## config.mk

```make
export PLATFORM = sky130hd
export DESIGN_NAME = column_drop_engine
export DESIGN_NICKNAME = d
export VERILOG_FILES = /design/src/rtl/connect4_pkg.sv /design/src/rtl/column_height_bank.sv /design/src/rtl/column_drop_engine.sv
export SDC_FILE = /design/constraint.sdc
export NUM_CORES = 1
export LEC_CHECK = 0
export CORE_MARGIN = 2
export CORE_UTILIZATION = 51
export DETAILED_ROUTE_END_ITERATION = 10
export MAX_ROUTING_LAYER = met4
export PLACE_DENSITY = 0.71
export SLEW_MARGIN = 20
export SYNTH_ARGS = -nofsm -noshare
export SYNTH_HDL_FRONTEND = slang
export SYNTH_SLANG_ARGS = --single-unit
```

## constraint.sdc

```tcl
create_clock -name clk -period 5 [get_ports clk]
set_input_delay 1 -clock clk [delete_from_list [all_inputs] [get_ports clk]]
set_output_delay 1 -clock clk [all_outputs]
set_load 0.02 [all_outputs]
```

## src/rtl/connect4_pkg.sv

```systemverilog
// Shared FSM state type and sizing helpers
// for the column drop engine.
package connect4_pkg;

    typedef enum logic [2:0] {
        S_IDLE,
        S_DECODE,
        S_COMMIT,
        S_REJECT,
        S_WAIT_REL
    } state_e;

    function automatic int pos_w(input int cols, input int rows);
        return $clog2(cols * rows) + 1;
    endfunction

    function automatic int col_w(input int cols);
        return $clog2(cols);
    endfunction

    function automatic int hgt_w(input int rows);
        return $clog2(rows + 1);
    endfunction

    function automatic int cnt_w(input int cols, input int rows);
        return $clog2(cols * rows + 1);
    endfunction

    function automatic logic [31:0] invalid_pos(input int w);
        return (32'd1 << w) - 32'd1;
    endfunction

endpackage

```

## src/rtl/column_height_bank.sv

```systemverilog
// Per-column saturating fill counters (0..ROWS)
// with a single indexed increment and board clear.
module column_height_bank
    import connect4_pkg::*;
#(
    parameter int COLS  = 4,
    parameter int ROWS  = 4,
    parameter int COL_W = col_w(COLS),
    parameter int H_W   = hgt_w(ROWS)
) (
    input  logic                      clk,
    input  logic                      rst_n,
    input  logic                      clear,
    input  logic                      inc,
    input  logic [COL_W-1:0]          idx,
    output logic [COLS-1:0][H_W-1:0]  height,
    output logic [COLS-1:0]           col_full
);

    logic [COLS-1:0][H_W-1:0] height_q, height_d;

    always_comb begin
        height_d = height_q;
        col_full = '0;
        for (int c = 0; c < COLS; c++) begin
            col_full[c] = (height_q[c] == H_W'(ROWS));
            if (clear) begin
                height_d[c] = '0;
            end else if (inc && idx == COL_W'(c) && !col_full[c]) begin
                height_d[c] = height_q[c] + H_W'(1);
            end
        end
    end

    always_ff @(posedge clk or negedge rst_n) begin
        if (!rst_n) begin
            height_q <= '0;
        end else begin
            height_q <= height_d;
        end
    end

    assign height = height_q;

endmodule

```

## src/rtl/column_drop_engine.sv

```systemverilog
// Connect-style drop engine: decodes a column select, tracks
// fill heights and turn, and reports the landing slot.
module column_drop_engine
    import connect4_pkg::*;
#(
    parameter int COLS  = 4,
    parameter int ROWS  = 4,
    parameter int POS_W = pos_w(COLS, ROWS),
    parameter int COL_W = col_w(COLS)
) (
    input  logic             clk,
    input  logic             rst_n,
    input  logic             clear,
    input  logic             enable,
    input  logic             req,
    input  logic [COLS-1:0]  sel_n,
    output logic             pos_valid,
    output logic [POS_W-1:0] position,
    output logic [COL_W-1:0] col_idx,
    output logic             player,
    output logic             reject,
    output logic             board_full,
    output logic             busy
);

    localparam int H_W   = hgt_w(ROWS);
    localparam int CNT_W = cnt_w(COLS, ROWS);
    localparam int TOTAL = COLS * ROWS;
    localparam logic [POS_W-1:0] INV_POS = POS_W'(invalid_pos(POS_W));

    state_e           state_q, state_d;
    logic [COLS-1:0]  sel_q, sel_d;
    logic [CNT_W-1:0] moves_q, moves_d;
    logic             turn_q, turn_d;
    logic             full_q, full_d;
    logic             pv_q, pv_d;
    logic             rej_q, rej_d;
    logic [POS_W-1:0] pos_q, pos_d;
    logic [COL_W-1:0] col_q, col_d;
    logic             ply_q, ply_d;

    logic [COLS-1:0][H_W-1:0] height;
    logic [COLS-1:0]          col_full;
    logic                     inc;
    logic [COL_W-1:0]         dec_col;
    logic                     one_low;

    column_height_bank #(
        .COLS  (COLS),
        .ROWS  (ROWS),
        .COL_W (COL_W),
        .H_W   (H_W)
    ) u_bank (
        .clk      (clk),
        .rst_n    (rst_n),
        .clear    (clear),
        .inc      (inc),
        .idx      (col_q),
        .height   (height),
        .col_full (col_full)
    );

    always_comb begin
        dec_col = '0;
        for (int c = 0; c < COLS; c++) begin
            if (!sel_q[c]) dec_col = COL_W'(c);
        end
        one_low = $onehot(~sel_q);
    end

    always_comb begin
        state_d = state_q;
        sel_d   = sel_q;
        moves_d = moves_q;
        turn_d  = turn_q;
        full_d  = full_q;
        pos_d   = INV_POS;
        col_d   = col_q;
        ply_d   = ply_q;
        inc     = 1'b0;
        unique case (state_q)
            S_IDLE: begin
                if (enable && req) begin
                    if (full_q) begin
                        state_d = S_REJECT;
                    end else begin
                        sel_d   = sel_n;
                        state_d = S_DECODE;
                    end
                end
            end
            S_DECODE: begin
                if (!enable) begin
                    state_d = S_IDLE;
                end else if (one_low && !col_full[dec_col]) begin
                    state_d = S_COMMIT;
                    pos_d   = POS_W'(height[dec_col]) * POS_W'(COLS)
                            + POS_W'(dec_col);
                    col_d   = dec_col;
                    ply_d   = turn_q;
                end else begin
                    state_d = S_REJECT;
                end
            end
            S_COMMIT: begin
                inc     = 1'b1;
                moves_d = moves_q + CNT_W'(1);
                turn_d  = ~turn_q;
                full_d  = (moves_d == CNT_W'(TOTAL));
                state_d = S_WAIT_REL;
            end
            S_REJECT: begin
                state_d = S_WAIT_REL;
            end
            S_WAIT_REL: begin
                if (!req && &sel_n) state_d = S_IDLE;
            end
            default: begin
                state_d = S_IDLE;
            end
        endcase
        // clear lands in the same state as reset
        if (clear) begin
            state_d = S_IDLE;
            sel_d   = '1;
            moves_d = '0;
            turn_d  = 1'b0;
            full_d  = 1'b0;
            pos_d   = INV_POS;
            col_d   = '0;
            ply_d   = 1'b0;
            inc     = 1'b0;
        end
        pv_d  = (state_d == S_COMMIT);
        rej_d = (state_d == S_REJECT);
    end

    always_ff @(posedge clk or negedge rst_n) begin
        if (!rst_n) begin
            state_q <= S_IDLE;
            sel_q   <= '1;
            moves_q <= '0;
            turn_q  <= 1'b0;
            full_q  <= 1'b0;
            pv_q    <= 1'b0;
            rej_q   <= 1'b0;
            pos_q   <= INV_POS;
            col_q   <= '0;
            ply_q   <= 1'b0;
        end else begin
            state_q <= state_d;
            sel_q   <= sel_d;
            moves_q <= moves_d;
            turn_q  <= turn_d;
            full_q  <= full_d;
            pv_q    <= pv_d;
            rej_q   <= rej_d;
            pos_q   <= pos_d;
            col_q   <= col_d;
            ply_q   <= ply_d;
        end
    end

    assign pos_valid  = pv_q;
    assign position   = pos_q;
    assign col_idx    = col_q;
    assign player     = ply_q;
    assign reject     = rej_q;
    assign board_full = full_q;
    assign busy       = (state_q != S_IDLE);

endmodule

```

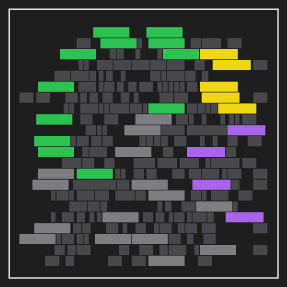
(images/registers.png)
Drawn at 4 px/um. Other sequential cells in the stronger gray, the rest of the logic in the fainter gray.
| color | name in the netlist | placed flops |
|---|---|---|
| yellow | `position` | 5 |
| green | `u_bank.height` | 12 |
| purple | `sel_q` | 4 |
sequential cell power: 0.307 mW
FF+latch area: 912.1 um^2

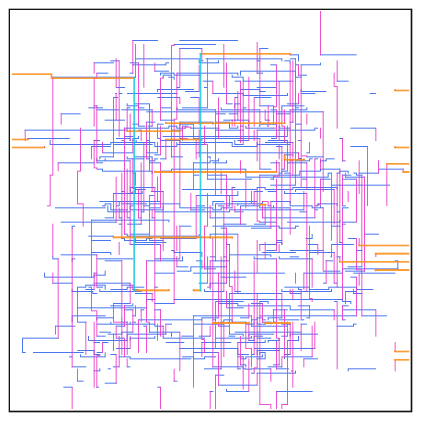
(images/metal_stack.png)
Drawn at 6 px/um.
| color | layer | wire length |
|---|---|---|
| magenta | met2 | 1760 um |
| orange | met3 | 184 um |
| blue | met1 | 1800 um |
| cyan | met4 | 74.8 um |
Overall Global Routing Usage: 0.2161
WL per Instance: 14.44 um
routed wire length: 3813 um

==> metrics.yaml <==
io_buffers: 20
powerComb_mw: 0.0568
critPathSlowestCell: "dfstp_2"
tns_ns: 0
async_reset_ff_frac: 1.000
top_area_frac: 0.3360
cp.required_ns: 5.19
h-tree-depth: 2
grt.overflow.total: 0
timing.final.crit_period_ns: 2.968
dominant_cells: "logic gates"
power_clock_mw: 0.252
cts_resized: 0
hold_buffers: 0
yosys_area_mm2: 0.002011
vias: 1475
synth_area_leader_cell: "dfrtp_1"
synth_seq_share: 0.4536
period_used_share: 0.5937
initCoreUtil: 0.5411
endpoint: "player$_DFFE_PN0P_"
gp_congestion: 0.7957
clkbuf_count: 6
grt_pass1_vias: 1518
postPlaceCellArea_mm2: 0.002246
timing.slew.headroom: 0.5493
grt_max_degree: 37
viasPerCell: 5.587
yosys.area_share.adder: 0.08463
dpl.hpwl_um: 2727
logic_gate_count: 132
dieWidth_um: 66.79
bufAreaShareNonClock: 0.09463
p_leak_nw: 1.047
firstDrtPassIters: 4
syn_nets: 216
cp-start-kind: "flip-flop"
regToRegStartpoint: "sel_q[3]$_DFFE_PN1P_"
fin_area_mm2: 0.002354
die-area_mm2: 0.004461
status: "finished, final reports clean"
die_h_um: 66.79
n_tap_cell: 48
synthDistinctLibCells: 48
cts_sinks: 36
report.final.slew_viol_count: 0
crit_chain: "fa_1 > inv_1 > ha_1 > ha_1 > or3b_1 > or4b_4 > o21a_1 > o21a_1"
ios: 21
rsz0062_at_grt: "no"
holdWs_ns: 0.5085
end_kind: "flip-flop"
wl_met3_um: 183
yosys.area_share.aoi: 0.1450
area_leaders: "dfrtp_1 (34%), dfstp_2 (12%), ha_1 (7.5%)"
min_path_cells: 1
largest_reg_flops: 12
antenna_found_initial: 0
ys_sh_xor: 0.03485
grt_pass1_wl_um: 6831
post_cts_buffers: 0
clockBufferDepth: 2
p_seq_frac: 0.498
n_all_inverters: 17
simple_gate_share: 0.1798
drt-initial-drc-count: 93
warnings: 31
utilization: 0.6333
crit_start: "sel_q[3]$_DFFE_PN1P_"
worstSetupPathType: "reg2reg"
cts_made_buffers: 5
mi_logic_area_um2: 987.2
clock-skew-final_ns: 0.007819
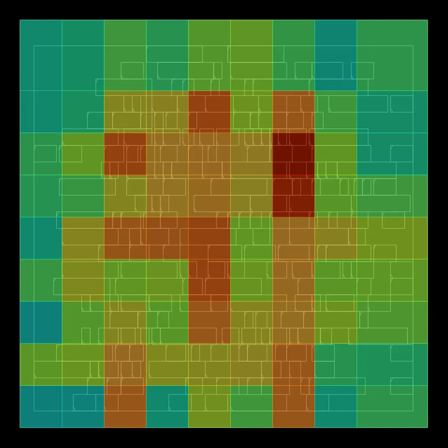
(images/final_congestion.png)
GR peak layer: met2
met3 usage: 0.06250

[how the worst min path moves through the flow]
| stage | from | end |
|---|---|---|
| finish | u_bank.height[3]$_DFFE_PN0P_ | u_bank.height[3]$_DFFE_PN0P_ |
| global route | u_bank.height[3]$_DFFE_PN0P_ | u_bank.height[3]$_DFFE_PN0P_ |
| CTS | u_bank.height[3]$_DFFE_PN0P_ | u_bank.height[3]$_DFFE_PN0P_ |
| detailed placement | u_bank.height[3]$_DFFE_PN0P_ | u_bank.height[3]$_DFFE_PN0P_ |
| global placement | u_bank.height[3]$_DFFE_PN0P_ | u_bank.height[3]$_DFFE_PN0P_ |
| floorplan | u_bank.height[3]$_DFFE_PN0P_ | u_bank.height[3]$_DFFE_PN0P_ |
No activity file was given, so power comes from the tool's default toggle rates.
